<file path="src/rtl/pipelined_adder.sv">
// Ripple-carry adder/subtractor split into STAGES chunk-wide pipeline stages.
// Stage k adds chunk k and forwards the carry; the pipe stalls as a whole on backpressure.
module pipelined_adder #(
   parameter int WIDTH  = 16,
   parameter int STAGES = 4
) (
   input  logic             clk,
   input  logic             rst_n,
   input  logic             in_valid,
   output logic             in_ready,
   input  logic [WIDTH-1:0] a,
   input  logic [WIDTH-1:0] b,
   input  logic             cin,
   input  logic             sub,
   output logic             out_valid,
   input  logic             out_ready,
   output logic [WIDTH-1:0] sum,
   output logic             cout,
   output logic             ovf
);

   localparam int CW = WIDTH / STAGES;

   logic             advance;
   // word_q mixes completed sum chunks (low) with untouched A chunks (high).
   // b_q keeps only the not-yet-consumed B chunks, shifted down to bit 0.
   logic [WIDTH-1:0] word_q  [STAGES];
   logic [WIDTH-1:0] b_q     [STAGES];
   logic             carry_q [STAGES];
   logic             valid_q [STAGES];
   logic             ovf_q;

   assign out_valid = valid_q[STAGES-1];
   assign advance   = !out_valid || out_ready;
   assign in_ready  = advance;

   genvar gi;
   generate
      for (gi = 0; gi < STAGES; gi++) begin : g_stage
         logic [WIDTH-1:0] word_in;
         logic [WIDTH-1:0] b_in;
         logic [WIDTH-1:0] word_next;
         logic             carry_in;
         logic             valid_in;
         logic [CW:0]      chunk_sum;

         if (gi == 0) begin : g_entry
            assign word_in  = a;
            assign b_in     = sub ? ~b : b;
            assign carry_in = sub | cin;
            assign valid_in = in_valid;
         end else begin : g_link
            assign word_in  = word_q[gi-1];
            assign b_in     = b_q[gi-1];
            assign carry_in = carry_q[gi-1];
            assign valid_in = valid_q[gi-1];
         end

         assign chunk_sum = {1'b0, word_in[gi*CW +: CW]} + {1'b0, b_in[CW-1:0]}
                          + {{CW{1'b0}}, carry_in};

         always_comb begin
            word_next = word_in;
            word_next[gi*CW +: CW] = chunk_sum[CW-1:0];
         end

         always_ff @(posedge clk) begin
            if (!rst_n) begin
               valid_q[gi] <= 1'b0;
               word_q[gi]  <= '0;
               carry_q[gi] <= 1'b0;
            end else if (advance) begin
               valid_q[gi] <= valid_in;
               word_q[gi]  <= word_next;
               b_q[gi]     <= b_in >> CW;
               carry_q[gi] <= chunk_sum[CW];
            end
         end

         // Top chunk still holds A's sign; B's sign sits at bit CW-1 after shifting.
         if (gi == STAGES - 1) begin : g_last
            always_ff @(posedge clk) begin
               if (!rst_n) begin
                  ovf_q <= 1'b0;
               end else if (advance) begin
                  ovf_q <= (word_in[WIDTH-1] == b_in[CW-1]) &&
                           (chunk_sum[CW-1] != word_in[WIDTH-1]);
               end
            end
         end
      end
   endgenerate

   assign sum  = word_q[STAGES-1];
   assign cout = carry_q[STAGES-1];
   assign ovf  = ovf_q;

endmodule

</file>
<file path="config.mk">
export PLATFORM = sky130hd
export DESIGN_NAME = pipelined_adder
export DESIGN_NICKNAME = d
export VERILOG_FILES = /design/src/rtl/pipelined_adder.sv
export SDC_FILE = /design/constraint.sdc
export NUM_CORES = 1
export LEC_CHECK = 0
export CAP_MARGIN = 0
export CORE_ASPECT_RATIO = 0.75
export CORE_MARGIN = 5
export CORE_UTILIZATION = 50
export DETAILED_ROUTE_END_ITERATION = 6
export PLACE_DENSITY = 0.78
export SYNTH_ARGS = -nofsm -noshare
export SYNTH_HDL_FRONTEND = slang
export SYNTH_SLANG_ARGS = --single-unit
</file>
<file path="constraint.sdc">
create_clock -name clk -period 4.3 [get_ports clk]
set_input_delay 0.86 -clock clk [delete_from_list [all_inputs] [get_ports clk]]
set_output_delay 0.86 -clock clk [all_outputs]
set_load 0.005 [all_outputs]
</file>
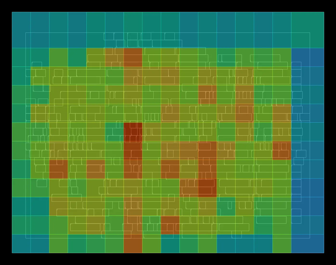
Run 1: routing congestion map
grt peak-use layer: met2
routed wire length per instance: 14.33 um
met2 usage: 0.2201
final core utilization: 0.6324
M1 GR Usage: 0.1769

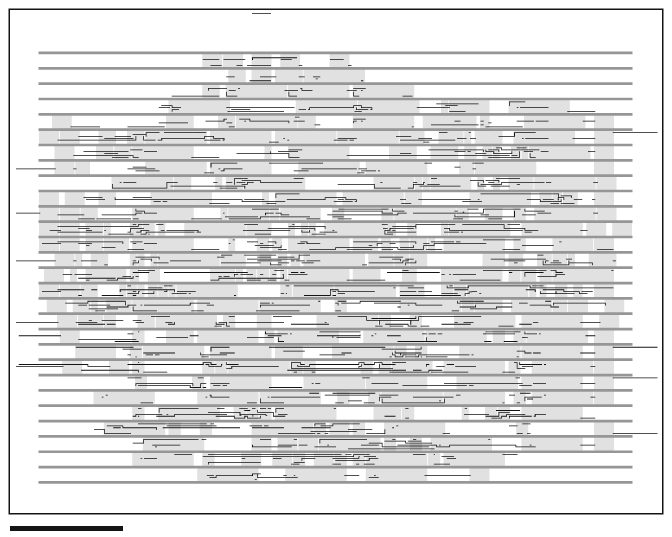
Run 1: the metal 1 layer
Bar = 20 um. Supply wires on this layer in grey. Cells faint in the background.
longest straight run: 28.7 um
main direction: horizontal
nets with wire on the layer: 356
share of all routed wire: 44%
routed wire length: 6392 um
DR vias: 2187

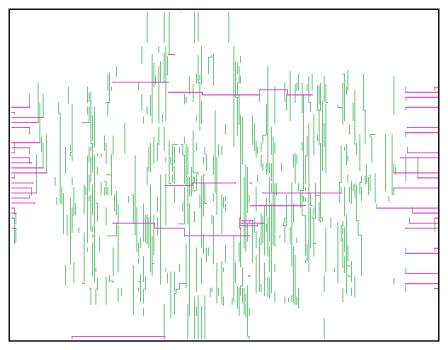
Run 1: routed metal, one colour a layer
Two of the layers only.
[metal 2] green | wire length: 3000 um
[metal 3] magenta | wire length: 450 um
Tot GR Track Use: 0.1367

==> CHANGELOG.md, run 1 <==
### Metrics

- Status: complete, no violations
- CP Buf/Inv Count: 3
- YS chip area: 0.004184 sq mm
- Power Sequential: 1.14 mW
- Syn_nets: 337
- Iteration-0 DRC Markers: 169
- R2R Setup Slk: 2.01 ns
- Antenna Violating Nets Remaining: 0
- Log Warnings: 26
- Ys cells: 279
- Drt pass-1 iters: 4
- Combinational Power: 200 uW
- Placed standard-cell area: 0.004831 sq mm
- Hold Fails Final Rpt: 0
- Dominant cell by count in the synthesized netlist: edfxtp_1
- Met2 wire length: 2999 um
- Die Span X: 115.6 um
- Signal buffers share of area: 0.1184
- Final WS setup: 1.462 ns
- Max VDD drop: 0.0002028 V
- CP Launch Point: out_ready
- Layout Cell Area excl Fill: 0.005074 sq mm
- Port-buffer cells: 57
- Seq_cells: 97
- Synth Cell Area: 0.004184 sq mm
- Syn Area/Cell: 15.00 sq um
- DR top layer: met4
- CP endpoint kind: output pin
- Synth top cells by count: edfxtp_1 (94), and3_1 (56), inv_1 (19)
- Critical Path RT: 3.44 ns
- Comb/total area: 0.2249
- Tap cells: 105
- Logic inverters: 20
- Syn Inst Count: 279
- M1 WL: 2843 um
- Vias/cell: 4.904
- Cell Type Count: 30
- Core footprint: 0.008023 sq mm
==> run 1 -> run 2 <==
- CORE_UTILIZATION: 50 -> 49
- PLACE_DENSITY: 0.78 -> 0.8
- clock period: 4.3 -> 2.3 ns (I/O delays scaled with it)
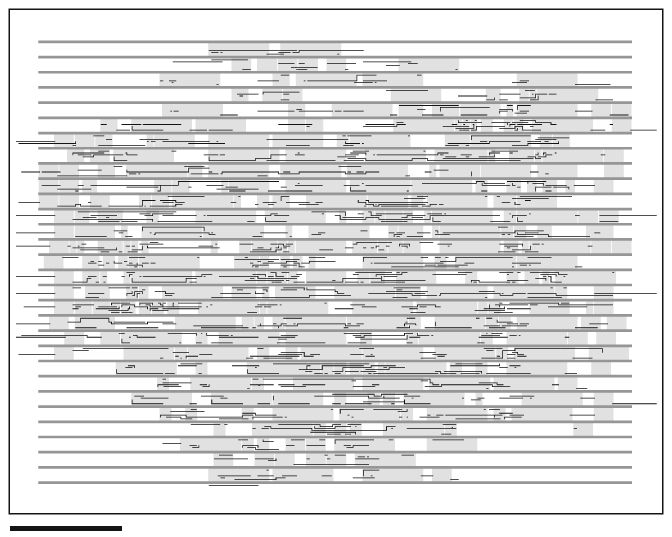
Run 2: the metal 1 layer
Bar = 20 um. Supply wires on this layer in grey. Cells faint in the background.
wire length on this layer: 2990 um
main direction: horizontal
M1 GR Usage: 0.1773
routed wire length: 6783 um
DR vias: 2292

==> CHANGELOG.md, run 2 <==
### Metrics

- DR top layer: met4
- Iteration-0 DRC Markers: 214
- Vias/cell: 5.071
- Tap cells: 108
- Dominant cell by count in the synthesized netlist: edfxtp_1
- Routed wire length per instance: 15.01 um
- Syn Area/Cell: 15.00 sq um
- Signal buffers share of area: 0.1269
- Critical Path RT: 2.39 ns
- Ys cells: 279
- CP endpoint kind: register
- Cell Type Count: 30
- Hold Fails Final Rpt: 0
- Comb/total area: 0.2192
- Syn Inst Count: 279
- Status: complete, no violations
- Max VDD drop: 0.0003892 V
- Final core utilization: 0.6211
- Met2 wire length: 3270 um
- Power Sequential: 2.13 mW
- YS chip area: 0.004184 sq mm
- Final WS setup: 0.1456 ns
- Met2 usage: 0.2173
- Grt peak-use layer: met2
- Seq_cells: 97
- Logic inverters: 20
- R2R Setup Slk: 0.46 ns
- Antenna Violating Nets Remaining: 0
- M1 WL: 2994 um
- Syn_nets: 337
- Synth top cells by count: edfxtp_1 (94), and3_1 (56), inv_1 (19)
- Synth Cell Area: 0.004184 sq mm
- Layout Cell Area excl Fill: 0.005206 sq mm
- Placed standard-cell area: 0.004895 sq mm
- Log Warnings: 26
- Port-buffer cells: 57
==> run 2 -> run 3 <==
- CELL_PAD_IN_SITES_DETAIL_PLACEMENT: default -> 1
- CELL_PAD_IN_SITES_GLOBAL_PLACEMENT: default -> 1
- CORE_UTILIZATION: 49 -> 41
- SLEW_MARGIN: default -> 5
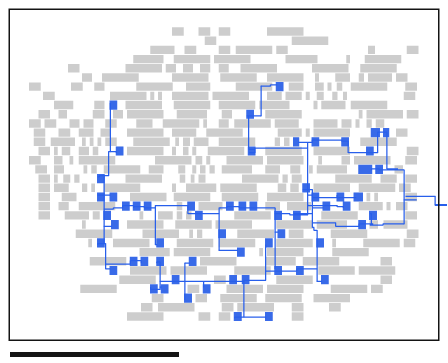
Run 3: I/O nets highlighted
Bar = 50 um.
[`rst_n`] blue | bits: 1 | direction: input | edge: east | end cells: 60 | buffers: 3 | wire: 562 um
Top Ports: 58
Port-buffer cells: 57

==> CHANGELOG.md, run 3 <==
### Metrics

- CP Buf/Inv Count: 2
- Cts repair resizes: 0
- Final setup viols: 0
- M1 WL: 3241 um
- R2R Setup Slk: 0.45 ns
- Met2 usage: 0.2370
- Comb/total area: 0.2191
- Antenna Violating Nets Remaining: 0
- Synth top cells by count: edfxtp_1 (94), and3_1 (56), inv_1 (19)
- YS chip area: 0.004184 sq mm
- Drt pass-1 iters: 4
- Final core utilization: 0.5175
- Final WS setup: 0.1461 ns
- Synth Flop Type: edfxtp_1
- Tap cells: 136
- Routed wire length: 7984 um
- Status: complete, no violations
- Main area contributors: edfxtp_1 (67%), and3_1 (8.4%), fa_1 (3.8%), ha_1 (3.6%), xor2_1 (3.6%)
- Critical Path RT: 2.38 ns
- Hold Fails Final Rpt: 0
- Sequential share of power: 0.532
- Tot GR Track Use: 0.1377
- CP Launch Point: sub
- Seq_cells: 97
- Syn_nets: 337
- Cell Type Count: 30
- Syn Inst Count: 279
- M1 GR Usage: 0.1604
- Logic inverters: 20
- Max VDD drop: 0.0003946 V
- Met2 wire length: 4171 um
- Signal buffers share of area: 0.1289
- Iteration-0 DRC Markers: 135
- Logic pwr share: 0.101
- Vias/cell: 4.734
- Synth Cell Area: 0.004184 sq mm
- Dominant cell by count in the synthesized netlist: edfxtp_1
- Synth Area in Adders: 0.07416
- Power Sequential: 2.13 mW
- Async SR Flop Fraction: 0
- Ys cells: 279
- Combinational Power: 403 uW
- Grt peak-use layer: met2
- Clk slew on worst S/H paths: 0.06 ns
- CP endpoint kind: register
- DR top layer: met4
- Routed wire length per instance: 16.56 um
- Die Span X: 126.6 um

==> notes/layouts.md <==
Pictures saved along the way, in no particular order.

Register map, names as in the netlist.
shot_01.png
Bar = 50 um.
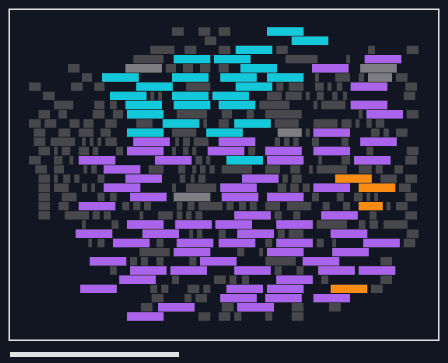
shot_02.png
Bar = 20 um.
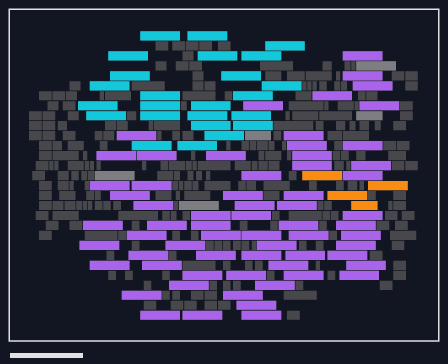
- run 2 = shot_02.png
- run 3 = shot_01.png
The one with the largest die is shot_01.png.

Key to shot_01.png:
[`b_q`] cyan | flops: 24 | where: north
[`valid_q`] orange | flops: 4 | where: east
[`word_q`] purple | flops: 64
not coloured: 5

No activity file was given, so power comes from the tool's default toggle rates.
